==> config.mk <==
export PLATFORM = sky130hd
export DESIGN_NAME = pc_fetch_sequencer
export DESIGN_NICKNAME = d
export VERILOG_FILES = /design/src/rtl/pc_fetch_sequencer.sv
export SDC_FILE = /design/constraint.sdc
export NUM_CORES = 1
export LEC_CHECK = 0
export ABC_CLOCK_PERIOD_IN_PS = 5100
export CAP_MARGIN = 15
export CORE_ASPECT_RATIO = 1.2
export CORE_MARGIN = 4
export CORE_UTILIZATION = 50
export CTS_CLUSTER_DIAMETER = 50
export CTS_CLUSTER_SIZE = 8
export DETAILED_ROUTE_END_ITERATION = 7
export DONT_BUFFER_PORTS = 1
export PLACE_DENSITY = 0.67
export SLEW_MARGIN = 20
export SYNTH_ARGS = -nofsm -noshare
export SYNTH_HDL_FRONTEND = slang
export SYNTH_SLANG_ARGS = --single-unit
==> constraint.sdc <==
create_clock -name i_clk -period 5.1 [get_ports i_clk]
set_clock_uncertainty 0.15 [all_clocks]
set_input_delay 0.51 -clock i_clk [delete_from_list [all_inputs] [get_ports i_clk]]
set_output_delay 0.51 -clock i_clk [all_outputs]
set_load 0.05 [all_outputs]
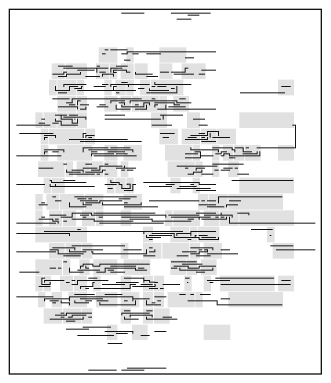
Figure 1: the metal 1 layer.
Scale: 6 px per um.
main direction: horizontal
share of all routed wire: 40%
wire length on this layer: 1200 um
longest straight run: 23.0 um
nets with wire on the layer: 160
grt met1 use: 22.7%
DR vias: 1136
routed wire length: 3020 um

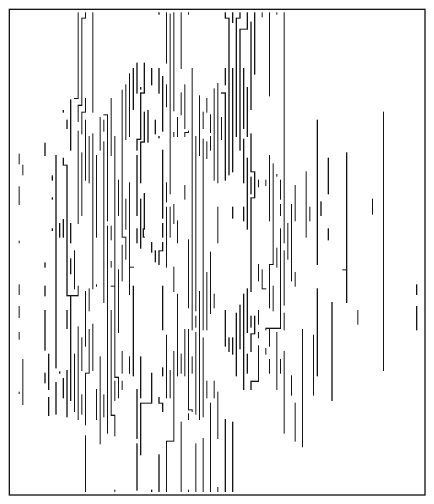
Figure 2: metal 2.
Scale: 8 px per um.
nets with wire on the layer: 148
main direction: vertical
met2 usage: 36.0%

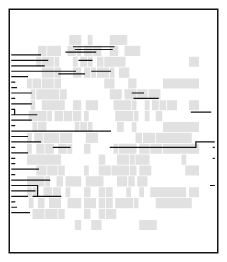
Figure 3: M3 wires.
Scale: 4 px per um.
share of all routed wire: 8.2%
wire length on this layer: 248 um
nets with wire on the layer: 40
longest straight run: 24.6 um
met3 usage: 3.69%

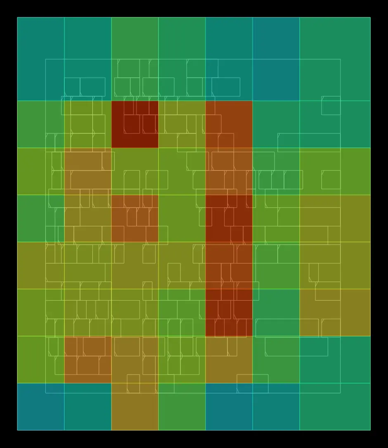
Figure 4: routing congestion map.
gr busiest metal: met2
Avg WL per Cell: 17.4 um
GRT Total Usage: 19.8%
Final Util: 53.5%

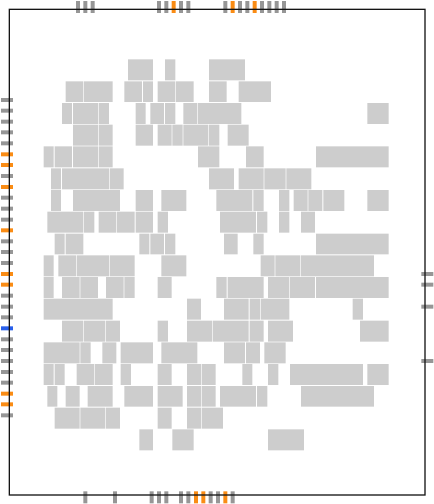
Figure 5: I/O pins on the die edge.
Scale: 8 px per um. Pins as bars across the die edge, other pins in gray.
| port | color | pins | direction | edge |
|---|---|---|---|---|
| o_pc_next | orange | 14 | output | 8 left, 3 bottom, 3 top |
| i_imem_ack | blue | 1 | input | left |
all pins by edge: 30 left, 17 top, 13 bottom, 4 right
Chip Width: 51.8 um
die extent in y: 60.5 um
port bufs: 0

==> changes_impl.md <==
## Implementation

- Outcome: completed
- Syn_nets: 199
- ClkCell Share: 1.99%
- Logic power comb: approximately 0.00040 W
- Post-DP Area: 1100 um^2
- Register-to-register setup slack: 2910 ps
- Non-Filler Instances: 174
- Slew @ Worst Pin: 1200 ps
- Layout cells sized above 1: 15.3%
- Post-CTS sizing: 0
- #FFs+latches synth: 6
- Cell type with the largest total area: dfrtp_1
- Top cells excl fill/tap: nand2_1 (14), o21ai_0 (14), nor2_1 (13), inv_1 (9), ha_1 (7)
- Inverters, non-clock: 9
- CP endpoint kind: output port
- Fill count: 218
- Met2 WL: 1550 um
- Total number of yosys warnings: 0
- Async S/R FF share, synth: 100%
- Nets@finish: 186
- Clk root buf: clkbuf_4
- Final worst-path cycle share: 72.6%
- Max layer used: met4
- Rows: 18
- Area leader share: 13.1%
- Initial antenna violation count: 0
- Clock Buffer Count: 3
- Vias in the first global route: 1121
- Critical Path AT: 3040 ps
- Yosys aoi share: 32.4%
- Worst Path Required: 4440 ps
- Top-Level Pins: 64
- Comb pwr share: about three quarters
- Area growth from synthesis to layout: -1.52%
- CTS tree: built
- Diode count: 0
- Mapped cell area: 1150 um^2
- Hold Path Depth: 2
- Final setup viols: 0
- Chip area: 3130 um^2
- Post-synth cell types: 49
- Setup TNS Final: 0 ps
- Critical Path Stages: 6
- Adders+Majority by Area: 7.62%
- Routed met3 length: between 200 and 250 um
- Crit-path leading delay family: AND-OR/OR-AND gates
- Synthesized area per cell: 7.23 um^2
- Leakage: 0.430 nW
- CTS clk-pin slew, worst paths: 40 ps
- Switching portion of total power: 63.0%
- CP Buf/Inv Count: 1
- Cts hold-fix bufs: 1
- DR DRC count: 0
- Core outline area: around 2100 um^2
- Fin crit period: about 3700 ps
- NonClk Buf Share: 3.54%
- M1 wire length: 1200 um
- Non-clk bufs: 5
- # clock sinks: 6
- Fin. Hold Viols: 0
- Fraction of area in registers: 13.3%
- P_sw: approximately 0.00033 W
- Startpoint Class: flop
- FFs & Latches: 6
- Reg power frac: 15.5%
- Core Util at FP: a little over half
- Slowest stage delay, CP: 790 ps
- Tot Pwr: 0.000520 W
- Tap cells: 30
- Relative slew margins: between 10% and 20%
- Slowest cell on the critical path: o22ai_1
- Clk pwr: 0.0000432 W
- OpenROAD warning count: 30
- Clock Path Buffers: 2
Power and IR drop assume default switching activity.
